<file path="config.mk">
export PLATFORM = sky130hd
export DESIGN_NAME = nibble_serial_alu
export DESIGN_NICKNAME = d
export VERILOG_FILES = /design/src/rtl/alu_pkg.sv /design/src/rtl/addsub_nibble.sv /design/src/rtl/nibble_serial_alu.sv
export SDC_FILE = /design/constraint.sdc
export NUM_CORES = 1
export LEC_CHECK = 0
export CAP_MARGIN = 20
export CORE_UTILIZATION = 54
export DETAILED_ROUTE_END_ITERATION = 7
export PLACE_DENSITY = 0.93
export SLEW_MARGIN = 25
export SYNTH_ARGS = -nofsm -noshare
export SYNTH_HDL_FRONTEND = slang
export SYNTH_SLANG_ARGS = --single-unit
</file>
<file path="constraint.sdc">
create_clock -name clk -period 6.77 [get_ports clk]
set_input_delay 1.354 -clock clk [delete_from_list [all_inputs] [get_ports clk]]
set_output_delay 1.354 -clock clk [all_outputs]
set_load 0.1 [all_outputs]
</file>
<file path="src/rtl/alu_pkg.sv">
// Shared definitions for the nibble-serial add/subtract unit.
//   OP_ADD/OP_SUB/OP_INC/OP_DEC : in_op encodings
//   state_e                     : control FSM states
//   width_ok()                  : legality check for the WIDTH parameter
package alu_pkg;

  localparam logic [1:0] OP_ADD = 2'b00;
  localparam logic [1:0] OP_SUB = 2'b01;
  localparam logic [1:0] OP_INC = 2'b10;
  localparam logic [1:0] OP_DEC = 2'b11;

  typedef enum logic [1:0] {
    ST_IDLE = 2'b00,
    ST_BUSY = 2'b01,
    ST_DONE = 2'b10
  } state_e;

  // WIDTH must be a whole number of nibbles and at least one nibble.
  function automatic bit width_ok(int unsigned w);
    return (w >= 4) && ((w % 4) == 0);
  endfunction

endpackage

</file>
<file path="src/rtl/addsub_nibble.sv">
// 4-bit ripple-carry adder slice used once per cycle by nibble_serial_alu.
// Subtraction is handled upstream by feeding the inverted operand and cin=1.
// Optional feature macro: ALU_OVF_FLAG_EN adds the c3 output.
// Ports:
//   a, b  in   4  addends
//   cin   in   1  carry into bit 0
//   s     out  4  sum
//   cout  out  1  carry out of bit 3
//   c3    out  1  carry into bit 3 (only with ALU_OVF_FLAG_EN)
module addsub_nibble (
  input  logic [3:0] a,
  input  logic [3:0] b,
  input  logic       cin,
  output logic [3:0] s,
`ifdef ALU_OVF_FLAG_EN
  output logic       c3,
`endif
  output logic       cout
);

  logic [4:0] c;

  always_comb begin
    c    = '0;
    s    = '0;
    c[0] = cin;
    for (int i = 0; i < 4; i++) begin
      s[i]   = a[i] ^ b[i] ^ c[i];
      c[i+1] = (a[i] & b[i]) | (c[i] & (a[i] ^ b[i]));
    end
  end

  assign cout = c[4];
`ifdef ALU_OVF_FLAG_EN
  assign c3   = c[3];
`endif

endmodule

</file>
<file path="src/rtl/nibble_serial_alu.sv">
// Multi-cycle WIDTH-bit add/subtract unit. One 4-bit slice processes one nibble per
// cycle, LSB first; the carry is registered between cycles. Requests arrive over an
// in_valid/in_ready handshake, results leave over out_valid/out_ready.
// Optional feature macro: ALU_OVF_FLAG_EN adds the out_ovf signed-overflow flag.
// Ports:
//   clk        in   1      clock, rising edge
//   reset      in   1      synchronous active-high reset
//   in_valid   in   1      request valid
//   in_ready   out  1      request can be accepted (idle, not in reset)
//   in_op      in   2      00 ADD, 01 SUB, 10 INC, 11 DEC
//   in_x       in   WIDTH  operand x
//   in_y       in   WIDTH  operand y (ignored for INC/DEC)
//   out_valid  out  1      result valid, held until out_ready
//   out_ready  in   1      downstream accepts result
//   out_s      out  WIDTH  result
//   out_cout   out  1      carry out of MSB (1 = no borrow for SUB/DEC)
//   out_zero   out  1      out_s == 0
//   out_ovf    out  1      signed overflow (only with ALU_OVF_FLAG_EN)
module nibble_serial_alu
  import alu_pkg::*;
#(
  parameter int unsigned WIDTH = 16
) (
  input  logic             clk,
  input  logic             reset,
  input  logic             in_valid,
  output logic             in_ready,
  input  logic [1:0]       in_op,
  input  logic [WIDTH-1:0] in_x,
  input  logic [WIDTH-1:0] in_y,
  output logic             out_valid,
  input  logic             out_ready,
  output logic [WIDTH-1:0] out_s,
  output logic             out_cout,
`ifdef ALU_OVF_FLAG_EN
  output logic             out_ovf,
`endif
  output logic             out_zero
);

  localparam int unsigned NIB  = WIDTH / 4;
  localparam int unsigned CNTW = (NIB > 1) ? $clog2(NIB) : 1;
  localparam logic [CNTW-1:0] LAST = CNTW'(NIB - 1);

  if (!width_ok(WIDTH)) begin : g_width_chk
    $error("nibble_serial_alu: WIDTH must be a multiple of 4 and >= 4");
  end

  state_e           state_q, state_d;
  logic [CNTW-1:0]  cnt_q, cnt_d;
  logic [WIDTH-1:0] x_q, x_d;
  logic [WIDTH-1:0] y_q, y_d;     // effective y: already inverted / substituted
  logic [WIDTH-1:0] res_q, res_d;
  logic             carry_q, carry_d;
  logic             cout_q, cout_d;
  logic             zero_q, zero_d;
`ifdef ALU_OVF_FLAG_EN
  logic             ovf_q, ovf_d;
  logic             slice_c3;
`endif

  logic [3:0]       slice_s;
  logic             slice_cout;
  logic [WIDTH-1:0] res_next;

  // Operands shift right each cycle so the slice always sees bits [3:0].
  addsub_nibble u_slice (
    .a    (x_q[3:0]),
    .b    (y_q[3:0]),
    .cin  (carry_q),
    .s    (slice_s),
`ifdef ALU_OVF_FLAG_EN
    .c3   (slice_c3),
`endif
    .cout (slice_cout)
  );

  // Result fills from the top; after NIB shifts the first nibble lands in [3:0].
  if (WIDTH == 4) begin : g_res_one
    assign res_next = slice_s;
  end else begin : g_res_many
    assign res_next = {slice_s, res_q[WIDTH-1:4]};
  end

  always_comb begin
    state_d = state_q;
    cnt_d   = cnt_q;
    x_d     = x_q;
    y_d     = y_q;
    res_d   = res_q;
    carry_d = carry_q;
    cout_d  = cout_q;
    zero_d  = zero_q;
`ifdef ALU_OVF_FLAG_EN
    ovf_d   = ovf_q;
`endif

    case (state_q)
      ST_IDLE: begin
        if (in_valid) begin
          x_d     = in_x;
          cnt_d   = '0;
          state_d = ST_BUSY;
          unique case (in_op)
            OP_ADD: begin y_d = in_y;  carry_d = 1'b0; end
            OP_SUB: begin y_d = ~in_y; carry_d = 1'b1; end
            OP_INC: begin y_d = '0;    carry_d = 1'b1; end
            OP_DEC: begin y_d = '1;    carry_d = 1'b0; end
          endcase
        end
      end
      ST_BUSY: begin
        x_d     = x_q >> 4;
        y_d     = y_q >> 4;
        res_d   = res_next;
        carry_d = slice_cout;
        cnt_d   = cnt_q + 1'b1;
        if (cnt_q == LAST) begin
          state_d = ST_DONE;
          cout_d  = slice_cout;
          zero_d  = (res_next == '0);
`ifdef ALU_OVF_FLAG_EN
          ovf_d   = slice_c3 ^ slice_cout;
`endif
        end
      end
      ST_DONE: begin
        if (out_ready) state_d = ST_IDLE;
      end
      default: state_d = ST_IDLE;
    endcase
  end

  always_ff @(posedge clk) begin
    if (reset) begin
      state_q <= ST_IDLE;
      cnt_q   <= '0;
      x_q     <= '0;
      y_q     <= '0;
      res_q   <= '0;
      carry_q <= 1'b0;
      cout_q  <= 1'b0;
      zero_q  <= 1'b0;
`ifdef ALU_OVF_FLAG_EN
      ovf_q   <= 1'b0;
`endif
    end else begin
      state_q <= state_d;
      cnt_q   <= cnt_d;
      x_q     <= x_d;
      y_q     <= y_d;
      res_q   <= res_d;
      carry_q <= carry_d;
      cout_q  <= cout_d;
      zero_q  <= zero_d;
`ifdef ALU_OVF_FLAG_EN
      ovf_q   <= ovf_d;
`endif
    end
  end

  assign in_ready  = (state_q == ST_IDLE) && !reset;
  assign out_valid = (state_q == ST_DONE);
  assign out_s     = res_q;
  assign out_cout  = cout_q;
  assign out_zero  = zero_q;
`ifdef ALU_OVF_FLAG_EN
  assign out_ovf   = ovf_q;
`endif

endmodule

</file>
Figure 1. Signal wires on met1 (run 1).
Supply wires on this layer in gray.
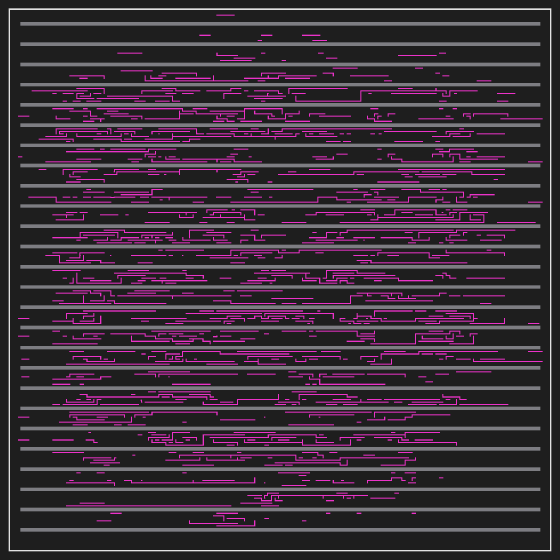
The wires run mostly horizontal. The layer holds 45% of the routed length.

Figure 2. The clock network (run 1).
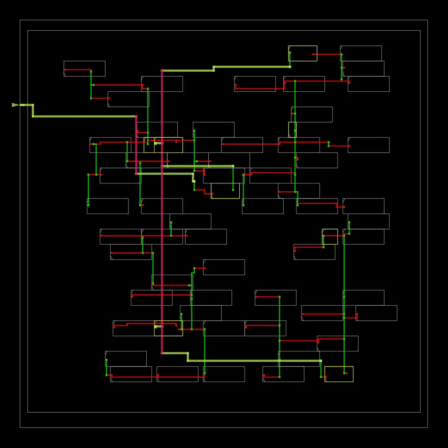
TritonCTS Buffers: 5
clock sinks: 55
Insertion Delay late pin: 320 ps

==> out/qor.csv, run 1 <==
metric,value,unit
outcome,"complete, no violations",
pwr-share-comb,0.226,
whs_path_depth,2,
die_h,72.6,um
ys_async_sr_fraction,0,
ff_type,dfxtp_1,
die_w,72.6,um
synth-area-yosys,2690,um2
fin_area,3300,um2
finalSetupViolCount,0,
grt-ovfl-total,0,
comb_area,1390,um2
ant_nets,0,
worstMarginPinSlew,969,ps
cts-htree-levels,2,
hold_path_end,y_q[15],
final-seq-area,1100,um2
buffers,61,
nonClkBufAreaFrac,0.180,
clock_area_frac,0.0257,
hp-class,reg -> reg,
n_clock_buffer,6,
aoi_share,0.250,
path_class,in -> out,
endpoint,in_ready,
crit_start,reset,
ys.flops,55,
max_stage_delay,1170,ps
rows,25,
grt_max_degree,55,
comb_share,0.422,
synth.distinct_cells,34,
syn_area,2690,um2
cell_internal_pwr,480,uW
fin_tns_setup,0,ps
max_freq,0.223,GHz
syn-num-nets,361,
post-route-drc-count,0,
ctsResizeCount,0,
grtUsageMet2,0.403,
hold_path.startpoint,y_q[15],
drt-initial-drc-count,146,
via_per_inst,5.65,
grt_util_met3,0.0539,
sw_frac_of_total,0.311,
pg_clk,178,uW
mostFrequentLayoutCells,"nand2_1 (59), clkdlybuf4s50_1 (56), dfxtp_1 (55)",
r2r_slack,4440,ps
critPathBufInv,3,
p_leak,1.14,nW
period_used_share,0.663,
largestPowerGroup,sequential cells,
path_max_fanout,54,
finalHoldViolations,0,
diodes,0,
cts_buffer_depth,2,
met1_usage,0.290,
antenna_found_initial,0,
crit_cells,4,
required,5420,ps
post-route-min-period,4490,ps
wl_per_cell,13.8,um
seq_cell_count,55,
io_pins,58,
p_switching,216,uW
synthSimpleGateAreaFrac,0.215,
sh_seq_area,0.333,
cts_tree,built,
core,4750,um2
edf_count,0,
drt_wl_total,5.88,mm
adder_share,0.0483,
power-per-cell-area,211,nW/um2
cts-root-buf,clkbuf_8,
utilization,0.695,
warnings,28,
r2r_start,y_q[0],
holdWs,459,ps
fin_cells,425,
cts_hold_buf,0,
taps,67,
crit_slowest_cell,clkdlybuf4s50_1,
start_kind,input port,
die-area,5270,um2
seq_area_frac_synth,0.409,
grt_pass1_vias,2159,
peakVddDrop,132,uV
io_buffer_count,57,
num-fill-cells,387,
p_seq,360,uW
Figure 3. Power grid (run 1).
Pins as bars on the die edge.
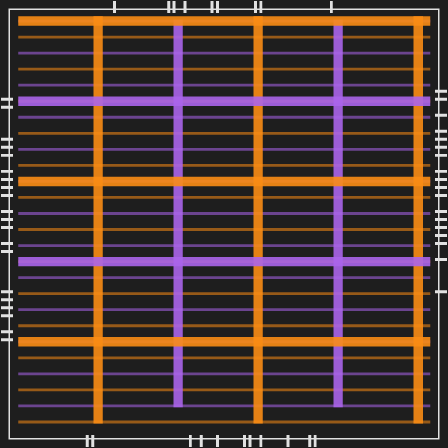
Key: orange = VSS; purple = VDD
The core has 25 rows. 5 straps on met4. 5 straps on met5. 26 met1 rails follow the rows.

## run 1: cell usage after synthesis, drive strengths merged (4+ instances only)
cell type	n	area (um2)
buf	17	120
a311oi	11	159
nor2b	21	131
a22oi	6	45.0
nand2	59	221
ha	4	50.1
dfxtp	55	1100
nor2	24	90.1
inv	12	45.0
nand3	5	25.0
a21oi	41	216
o221ai	16	140
fa	4	80.1
nand2b	4	25.0
a211oi	8	60.1
clkbuf	9	33.8
## run 1: state kept, by name, indices dropped and copies added, names as in the netlist
name      count
out_s        16
x_q          16
y_q          16
cnt_q         2
state_q       2
carry_q       1
out_cout      1
out_zero      1
## run 1: per-layer routing
layer,part of all wire,vias to the layer above
met1,0.45,1141
met5,0,-
met3,0.044,9
met2,0.49,67
li1,-,1184
met4,0.013,0
==> run 2: changes to the inputs <==
CORE_UTILIZATION = 51   (was 54)
PLACE_DENSITY = 0.89   (was 0.93)
clock period = 4.6 ns   (was 6.77 ns; I/O delays follow)
Figure 4. The clock network (run 2).
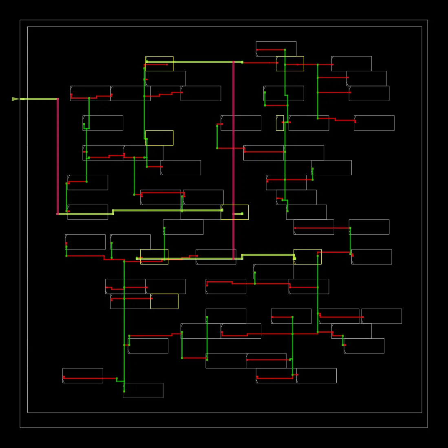
Fin Clk Skew: 5.70 ps
clkbuf count: 8
Insertion Delay late pin: 310 ps
Clock net power: 290 uW
sequential cell count: 55

==> run 2 against run 1 <==
Utilization shrank 4.5 points; synthesized cell count is the same; area after synthesis stayed put; routed wire length is 6.9% higher; worst hold slack got worse by 3.3 ps; count of clock-buffer cells in the layout grew 2; first-iteration DRC count grew 21%; combinational power up 49%; critical path depth fell by 2; largest cell class unchanged; highest routed layer unchanged.
==> out/qor.csv, run 2 <==
metric,value,unit,change
pwr-share-seq,0.503,,
synth.distinct_cells,34,,unchanged
r2r_start,carry_q,,
dp_hpwl,4.26,mm,
io_buffer_count,57,,unchanged
place_congestion,0.831,,
vias,2417,,
drv_slew,0,,
reg2regPathDepth,10,,
placedCellCount,420,,
topCellsByArea,"dfxtp_1 (41%), nand2_1 (8.2%), a21oi_1 (7.1%)",,
clkPwrFrac,0.275,,
syn2layout_area_growth,23.4,%,
drt-initial-drc-count,176,,+21%
syn-num-nets,361,,unchanged
power.total,1.06,mW,
warnings,28,,unchanged
drtPass1Iterations,4,,
yosys.area.top_type,dfxtp_1,,
met1_usage,0.319,,+0.0291
route.met2.wl,3.04,mm,+4.3%
cts_hold_buf,0,,unchanged
period_used_share,0.700,,
fin_cells,428,,+0.71%
adder_share,0.0483,,unchanged
largestPowerGroup,sequential cells,,
fin_tns_setup,0,ps,unchanged
fin_area,3320,um2,+0.49%
cts_buffer_depth,2,,unchanged
grt-ovfl-total,0,,unchanged
finalHoldViolations,0,,unchanged
grt_pass1_wl,10.3,mm,
wl_per_cell,14.7,um,+6.1%
die_w,74.6,um,+2.8%
p_leak,1.15,nW,+1.0%
mostFrequentLayoutCells,"nand2_1 (59), dfxtp_1 (55), clkdlybuf4s50_1 (55)",,
max_freq,0.311,GHz,
drive_gt1_frac,0.0838,,
ys.flops,55,,unchanged
end_kind,primary output,,
rsz0062_at_grt,no,,
num-fill-cells,448,,+16%
busiest_layer,met2,,
rows,26,,+4.0%
power-per-cell-area,318,nW/um2,+51%
logic_family,AND-OR/OR-AND gates,,
ys_warn_count,0,,
cts_tree,built,,
routed-wl-met3,311,um,+20%
edf_count,0,,unchanged
layout_setup_ws,1380,ps,
required,3680,ps,-1740 ps
seq_area_frac_synth,0.409,,unchanged
aoi_share,0.250,,unchanged
arrival,2300,ps,
ant_nets,0,,unchanged
top_cells_by_count,"nand2_1 (59), dfxtp_1 (55), a21oi_1 (38)",,
path_max_fanout,13,,-76%
p_seq,531,uW,+47%
clock-sinks,55,,unchanged
finalSetupViolCount,0,,unchanged
syn_area,2690,um2,unchanged
outcome,"complete, no violations",,
mux_share,0.00372,,
ys_async_sr_fraction,0,,unchanged
powerComb,235,uW,
clk_pin_slew,90,ps,
die-area,5570,um2,+5.7%
p_switching,320,uW,+48%
grtUsageTotal,0.243,,
cts_made_buffers,5,,unchanged
peakVddDrop,180,uV,+36%
final_nets,403,,
ff_type,dfxtp_1,,
xor_share,0,,
synth-area-yosys,2690,um2,unchanged
post-route-min-period,3220,ps,
core,5110,um2,+7.4%
cts-root-buf,clkbuf_8,,
hp-class,reg -> reg,,
dp_slack,1720,ps,
worstMarginPinSlew,977,ps,+8.50 ps
post-route-drc-count,0,,unchanged
top_layer,met4,,
ctsResizeCount,0,,unchanged
sw_frac_of_total,0.303,,-0.00824
start_kind,register,,
cell_internal_pwr,737,uW,+54%
crit_start,state_q[1],,
grt_util_met3,0.0549,,+0.00102
path_class,reg -> out,,
synth.most_common_cell,nand2_1,,
whs_path_depth,2,,unchanged
antenna_found_initial,0,,unchanged
holdWs,456,ps,-3.26 ps
yosys_cells,315,,
hold_path.startpoint,out_s[3],,
top_cell_area_share,0.409,,unchanged
r2r_slack,2190,ps,-2250 ps
maxCapViolations,0,,
postSynthCellCount,315,,
slew_headroom,0.346,,
place_area,3220,um2,
die_h,74.6,um,+2.8%
crit_chain,"nor2b_1, clkdlybuf4s50_1",,
synth.avg_cell_area,8.54,um2,
grtUsageMet2,0.400,,-0.00251
grt_max_degree,54,,-1.8%
post-cts-setup-buffer-count,0,,
via_per_inst,5.65,,about the same
endpoint,out_valid,,
layout_top_cell,nand2_1,,
pwr-share-comb,0.223,,-0.003
synthSimpleGateAreaFrac,0.215,,unchanged
grt_pass1_vias,2265,,+4.9%
diodes,0,,unchanged
drt_wl_total,6.28,mm,+6.9%
utilization,0.650,,-0.0448
cts-htree-levels,2,,unchanged
timing.rr.end,out_zero,,
initCoreUtil,0.527,,
hold_path_end,out_s[3],,
io_pins,58,,unchanged
crit_slowest_cell,clkdlybuf4s50_1,,
max_stage_delay,1150,ps,-20 ps
m1WireLength,2.81,mm,+6.8%
Figure 5. Power grid (run 2).
Pins as bars on the die edge.
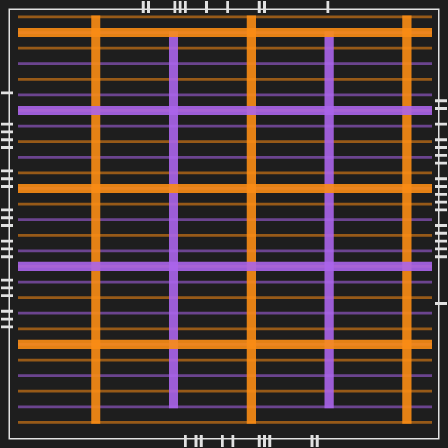
Key: orange = VSS; purple = VDD
5 straps on met4. The core has 26 rows. 5 straps on met5. 58 signal pins sit on the boundary. 27 met1 rails follow the rows.

run 2: kinds of logic after synthesis:
group,count (synthesis)
AOI/OAI and AO/OA,89
adders and majority gates,8
buffers and inverters,38
DFF,55
muxes,1
and+or+nand+nor,124
run 2: worst max-delay path: cells and delay by family, from the launching register on:
| kind | cells | cell delay, ps |
|---|---|---|
| buffers and inverters | 1 | 1150 |
| DFF | 1 | 610 |
| and+or+nand+nor | 1 | 230 |
run 2: area by class of cell:
type	instances	area, um2	area share
flip-flops and latches	55	1100	0.332
inverters	12	45.0	0.0136
well taps	70	87.6	0.0264
multi-input cells	222	1390	0.420
repair buffers	61	593	0.179
clock buffers	8	100	0.0301
Power figures rest on the tool's default switching activity, not on a simulated workload.
